`src/rtl/id_operand_stage.sv`:
```
// Decode/operand-fetch stage: 32x32 register file, instruction decode and a registered
// ID/EX boundary with valid/ready flow control, load-use stall and flush.
// Optional macro ID_WB_BYPASS_EN: same-cycle write-back data is forwarded onto operand reads.
module id_operand_stage #(
  parameter int DATA_W = 32,
  parameter int NREGS  = 32,
  localparam int AW    = $clog2(NREGS)
) (
  input  logic              clk,
  input  logic              rst_n,
  input  logic              in_valid,
  input  logic [31:0]       in_instr,
  output logic              in_ready,
  output logic              ex_valid,
  input  logic              ex_ready,
  output logic [31:0]       ex_instruction,
  output logic [DATA_W-1:0] ex_reg1,
  output logic [DATA_W-1:0] ex_reg2,
  output logic [AW-1:0]     ex_dest,
  output logic              ex_wen,
  output logic              ex_is_load,
  input  logic              flush,
  input  logic              wb_en,
  input  logic [AW-1:0]     wb_addr,
  input  logic [DATA_W-1:0] wb_data
);

  // Handshake: a word moves into ex_* on a cycle where in_valid && in_ready; the ex_*
  // bundle is consumed on a cycle where ex_valid && ex_ready, and holds otherwise.

  localparam logic [5:0] OP_RTYPE = 6'b000000;
  localparam logic [5:0] OP_ADDI  = 6'b001000;
  localparam logic [5:0] OP_ADDIU = 6'b001001;
  localparam logic [5:0] OP_SLTI  = 6'b001010;
  localparam logic [5:0] OP_SLTIU = 6'b001011;
  localparam logic [5:0] OP_ANDI  = 6'b001100;
  localparam logic [5:0] OP_ORI   = 6'b001101;
  localparam logic [5:0] OP_XORI  = 6'b001110;
  localparam logic [5:0] OP_LW    = 6'b100011;
  localparam logic [5:0] OP_SW    = 6'b101011;
  localparam logic [5:0] OP_BEQ   = 6'b000100;
  localparam logic [5:0] OP_BNE   = 6'b000101;

  localparam logic [5:0] FN_SLL = 6'b000000;
  localparam logic [5:0] FN_SRL = 6'b000010;
  localparam logic [5:0] FN_SRA = 6'b000011;

  logic [DATA_W-1:0] regs_q [NREGS];

  logic              ex_valid_q, ex_valid_d;
  logic [31:0]       ex_instr_q, ex_instr_d;
  logic [DATA_W-1:0] ex_reg1_q, ex_reg1_d;
  logic [DATA_W-1:0] ex_reg2_q, ex_reg2_d;
  logic [AW-1:0]     ex_dest_q, ex_dest_d;
  logic              ex_wen_q, ex_wen_d;
  logic              ex_is_load_q, ex_is_load_d;

  logic [5:0]        opcode, funct;
  logic [AW-1:0]     rs_addr, rt_addr, rd_addr;
  logic              reads_rs, reads_rt;
  logic [AW-1:0]     dec_dest;
  logic              dec_wen, dec_is_load;
  logic [DATA_W-1:0] rs_val, rt_val;
  logic              hazard;
  logic              accept;

  assign opcode  = in_instr[31:26];
  assign funct   = in_instr[5:0];
  assign rs_addr = in_instr[25:21];
  assign rt_addr = in_instr[20:16];
  assign rd_addr = in_instr[15:11];

  // Register file: $0 is never written, and reads of it are forced to zero below.
  always_ff @(posedge clk or negedge rst_n) begin
    if (!rst_n) begin
      for (int i = 0; i < NREGS; i++) regs_q[i] <= '0;
    end else if (wb_en && (wb_addr != '0)) begin
      regs_q[wb_addr] <= wb_data;
    end
  end

  always_comb begin
    rs_val = (rs_addr == '0) ? '0 : regs_q[rs_addr];
    rt_val = (rt_addr == '0) ? '0 : regs_q[rt_addr];
`ifdef ID_WB_BYPASS_EN
    if (wb_en && (wb_addr != '0) && (wb_addr == rs_addr)) rs_val = wb_data;
    if (wb_en && (wb_addr != '0) && (wb_addr == rt_addr)) rt_val = wb_data;
`endif
  end

  always_comb begin
    reads_rs    = 1'b0;
    reads_rt    = 1'b0;
    dec_dest    = '0;
    dec_wen     = 1'b0;
    dec_is_load = 1'b0;
    unique case (opcode)
      OP_RTYPE: begin
        dec_dest = rd_addr;
        dec_wen  = (rd_addr != '0);
        reads_rt = 1'b1;
        // Shift-by-immediate forms carry shamt instead of a source register in rs.
        reads_rs = !((funct == FN_SLL) || (funct == FN_SRL) || (funct == FN_SRA));
      end
      OP_ADDI, OP_ADDIU, OP_ANDI, OP_ORI, OP_XORI, OP_SLTI, OP_SLTIU, OP_LW: begin
        dec_dest    = rt_addr;
        dec_wen     = (rt_addr != '0);
        reads_rs    = 1'b1;
        dec_is_load = (opcode == OP_LW);
      end
      OP_SW, OP_BEQ, OP_BNE: begin
        reads_rs = 1'b1;
        reads_rt = 1'b1;
      end
      default: ;
    endcase
  end

  assign hazard = ex_valid_q && ex_is_load_q && ex_wen_q && in_valid &&
                  ((reads_rs && (rs_addr == ex_dest_q)) ||
                   (reads_rt && (rt_addr == ex_dest_q)));

  // Flush forces acceptance so the fetched word is swallowed along with the kill.
  assign in_ready = rst_n && (flush || ((!ex_valid_q || ex_ready) && !hazard));
  assign accept   = in_valid && in_ready;

  always_comb begin
    ex_valid_d   = ex_valid_q;
    ex_instr_d   = ex_instr_q;
    ex_reg1_d    = ex_reg1_q;
    ex_reg2_d    = ex_reg2_q;
    ex_dest_d    = ex_dest_q;
    ex_wen_d     = ex_wen_q;
    ex_is_load_d = ex_is_load_q;
    if (flush || (!accept && (ex_ready || !ex_valid_q))) begin
      ex_valid_d   = 1'b0;
      ex_instr_d   = '0;
      ex_reg1_d    = '0;
      ex_reg2_d    = '0;
      ex_dest_d    = '0;
      ex_wen_d     = 1'b0;
      ex_is_load_d = 1'b0;
    end else if (accept) begin
      ex_valid_d   = 1'b1;
      ex_instr_d   = in_instr;
      ex_reg1_d    = rs_val;
      ex_reg2_d    = rt_val;
      ex_dest_d    = dec_dest;
      ex_wen_d     = dec_wen;
      ex_is_load_d = dec_is_load;
    end
  end

  always_ff @(posedge clk or negedge rst_n) begin
    if (!rst_n) begin
      ex_valid_q   <= 1'b0;
      ex_instr_q   <= '0;
      ex_reg1_q    <= '0;
      ex_reg2_q    <= '0;
      ex_dest_q    <= '0;
      ex_wen_q     <= 1'b0;
      ex_is_load_q <= 1'b0;
    end else begin
      ex_valid_q   <= ex_valid_d;
      ex_instr_q   <= ex_instr_d;
      ex_reg1_q    <= ex_reg1_d;
      ex_reg2_q    <= ex_reg2_d;
      ex_dest_q    <= ex_dest_d;
      ex_wen_q     <= ex_wen_d;
      ex_is_load_q <= ex_is_load_d;
    end
  end

  assign ex_valid       = ex_valid_q;
  assign ex_instruction = ex_instr_q;
  assign ex_reg1        = ex_reg1_q;
  assign ex_reg2        = ex_reg2_q;
  assign ex_dest        = ex_dest_q;
  assign ex_wen         = ex_wen_q;
  assign ex_is_load     = ex_is_load_q;

endmodule

```
`config.mk`:
```
export PLATFORM = sky130hd
export DESIGN_NAME = id_operand_stage
export DESIGN_NICKNAME = d
export VERILOG_FILES = /design/src/rtl/id_operand_stage.sv
export SDC_FILE = /design/constraint.sdc
export NUM_CORES = 2
export LEC_CHECK = 0
export CORE_ASPECT_RATIO = 2
export CORE_MARGIN = 4
export CORE_UTILIZATION = 40
export CTS_CLUSTER_DIAMETER = 100
export CTS_CLUSTER_SIZE = 12
export DETAILED_ROUTE_END_ITERATION = 16
export PLACE_DENSITY_LB_ADDON = 0.3
export SLEW_MARGIN = 10
export SYNTH_ARGS = -nofsm -noshare
export SYNTH_HDL_FRONTEND = slang
export SYNTH_SLANG_ARGS = --single-unit
```
`constraint.sdc`:
```
create_clock -name clk -period 2.4 [get_ports clk]
set_clock_uncertainty 0.15 [all_clocks]
set_input_delay 0.36 -clock clk [delete_from_list [all_inputs] [get_ports clk]]
set_output_delay 0.36 -clock clk [all_outputs]
set_load 0.01 [all_outputs]
```
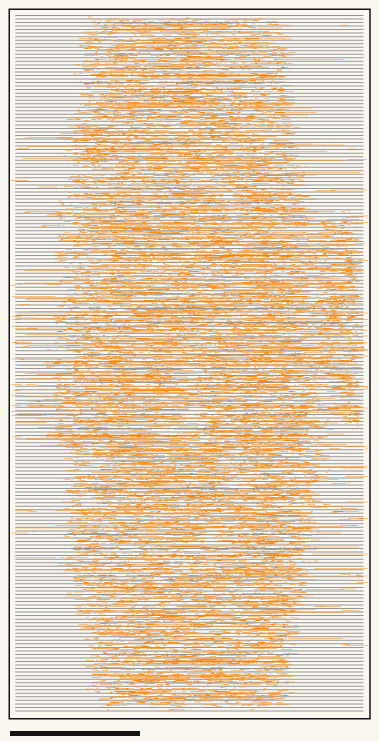
met1.png
Scale bar: 100 um. Supply wires on this layer in gray.
share of all routed wire: 36%
main direction: horizontal
nets with wire on the layer: 4019

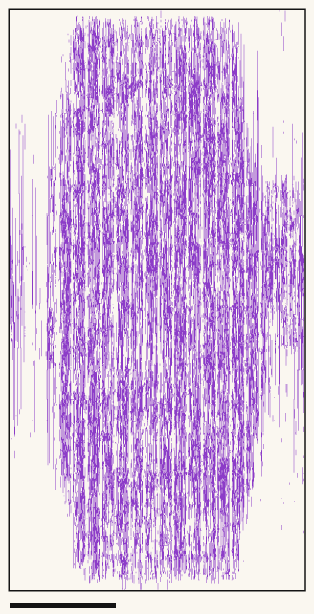
met2.png
Scale bar: 100 um.
nets with wire on the layer: 4016
main direction: vertical
longest straight run: 146 um
wire length on this layer: 109 mm
share of all routed wire: 51%

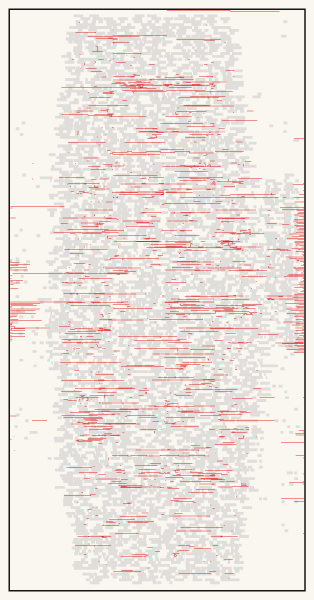
met3.png
Cells faint in the background.
nets with wire on the layer: 565
wire length on this layer: 12400 um
longest straight run: 108 um

==> run summary <==
Observations from the implementation run.

Synth:
- The run gives the predominant post-synthesis flop cell as dfrtp_1.
- The synthesis report lists the most area-consuming cells as dfrtp_1, mux2_2, mux4_2.
- After synthesis the netlist holds a flip-flop and latch count of 1128.
- The synthesis run shows the most used standard cells to be dfrtp_1, mux2_2, mux4_2.
- For reference, simple AND, OR, NAND and NOR cells occupy 2.191% of the area reported after synthesis.
- The run gives the synthesized netlist cell count as 3895.
- The run puts the chip area in the Yosys report at 57780 um^2.
- The run puts the area fraction of the dominant cell type after synthesis at 48.85%.
- For reference, full adder, half adder and majority cells occupy 0% of the area reported after synthesis.
- Per the post-synthesis stats, the area per cell is 14.83 um^2.
- Sequential cells were found to cover 48.85% of the synthesized design area.
- Of the post-synthesis cell area, the part taken by muxes is 38.66%.

STA:
- The run gives the worst slew margin relative to its limit as 28.86%.
- In the post-route analysis, the smallest setup slack over all paths is -0.2479 ns.
- The run gives the worst hold margin as 0.1287 ns.
- Setup repair after global routing could not meet its margin everywhere.
- The final report lists the setup-violating endpoint count as 1.
- The run gives the achievable frequency as 377.7 MHz.
- The run gives the count of endpoints failing hold in the final timing report as 0.
- The run gives the time the final worst path needs with I/O delays and setup as 2.648 ns.

Worst setup path:
- Per STA, the highest per-stage delay on the worst path measures 0.40 ns.
- The run gives the start of the worst register-to-register path as ex_dest[2]$_DFFE_PN0P_.
- The run gives the top fanout value on the critical path as 2.
- The worst setup path is captured at an output pin.
- At the worst endpoint, the required time is 1.89 ns.
- The launch point of the critical path was reported as ex_dest[2]$_DFFE_PN0P_.

Clock tree:
- The run puts the number of gates resized after cts at 28.
- The run gives the number of setup buffers added after CTS as 2.
- The run puts the level count of the clock H-tree at 3.
- The run puts the later-pin clock latency in the skew report at 0.72 ns.

Layout:
- The run gives the sequential cell area share as 41.27%.
- The run puts the signed area change from the synthesized netlist to the final layout at 18.42%.
- The run puts the tally of clock buffers in the finished layout at 105.
- The run gives the layout sequential cell count as 1128.
- Ranked by total area, the top cell class in this layout is registers.
- The run gives the multi-input combinational cell count as 2314.
- The run gives the multi-input logic area as 27730 um^2.

Placed design:
- Per the placement log, port buffering inserted 179 buffers.

Route:
- The run puts the first-pass iteration count of the detailed router at 6.
- The run puts the DRC violation total after the first TritonRoute iteration at 3208.
- The run gives the via count as 39362.

Power:
- The run puts the power consumed by sequential cells at 24900 uW.
- The run puts the share of power burned in the clock network at 29.7%.
- The run gives the internal power as 36450 uW.
- The run gives the net switching fraction of the power as 28.06%.
- The run puts the maximum VDD drop at 0.5414 mV.

Min path:
- The path class of the tightest hold or removal check is primary input to register.

Floorplan:
- The run gives the effective utilization at floorplan as 40.21%.
- Tap insertion was completed with 1890 tapcells.
- The run gives the floorplan core area as 143700 um^2.

Run status:
- The final reports fail on negative setup slack.
- The flow ran to the end, but the final reports show violations.

Job:
- The stage logs contain a warning count of 45.
- The number of maximum-capacitance violations recorded for the run is 0.
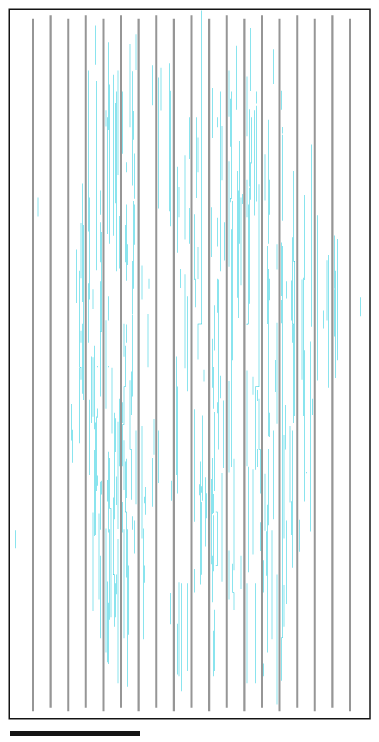
met4.png
Scale bar: 100 um. Supply wires on this layer in gray.
nets with wire on the layer: 142
wire length on this layer: 14900 um
share of all routed wire: 7.0%

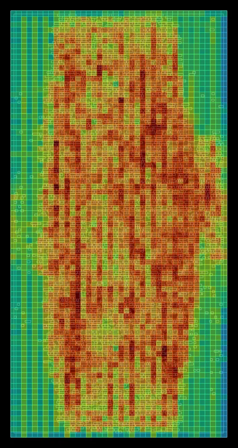
final_congestion.png
GRT Total Usage: 27.73%
average wire per cell in the routed design: 34.86 um

layout by cell type (no fill, tap or decap), types with 33 or more instances in the layout:
master	Yosys	final
buf_12	6	163
dfrtp_1	1128	1121
a22oi_1	33	33
mux4_2	428	428
a32o_1	37	37
nand2_1	84	70
a211oi_1	42	42
buf_4	30	298
o22ai_1	180	180
mux2i_1	131	131
clkbuf_16	0	105
mux2_2	1011	1011
o31ai_1	44	43
clkdlybuf4s50_1	0	160
cells by family (layout without fill, tap and decap cells):
logic type / Yosys count / after routing
simple gates: 243 / 243
other cells: 0 / 3
xor+xnor: 10 / 10
flops: 1128 / 1128
compound gates: 491 / 491
mux: 1570 / 1570
buf+inv: 453 / 759
state kept, by name (all words and copies together) (netlist names):
name	count
ex_dest	5
ex_reg1	32
ex_valid	1
regs_q	1024
ex_is_load	1
ex_instruction	32
ex_wen	1
ex_reg2	32
worst min-delay path by stage:
stage,slack (ns),endpoint,start
floorplan,-0.09,ex_dest[0]$_DFFE_PN0P_,rst_n
global placement,0.06,regs_q[50]$_DFFE_PN0P_,rst_n
detailed placement,0.06,regs_q[50]$_DFFE_PN0P_,rst_n
CTS,0.08,ex_instruction[6]$_DFFE_PN0P_,in_instr[6]
global route,0.13,ex_instruction[6]$_DFFE_PN0P_,in_instr[6]
finish,0.13,ex_instruction[6]$_DFFE_PN0P_,in_instr[6]
layer usage:
| metal | global-route usage [%] | part of all wire [%] | up-vias | wire length [um] |
|---|---|---|---|---|
| met5 | 0 | 0.016 | - | 35 |
| met4 | 16.11 | 7.0 | 6 | 14910 |
| met3 | 4.546 | 5.8 | 616 | 12360 |
| met2 | 48.58 | 51 | 1744 | 108800 |
| met1 | 32.09 | 36 | 21338 | 76310 |
| li1 | - | - | 15658 | - |
Power and IR drop assume default switching activity.
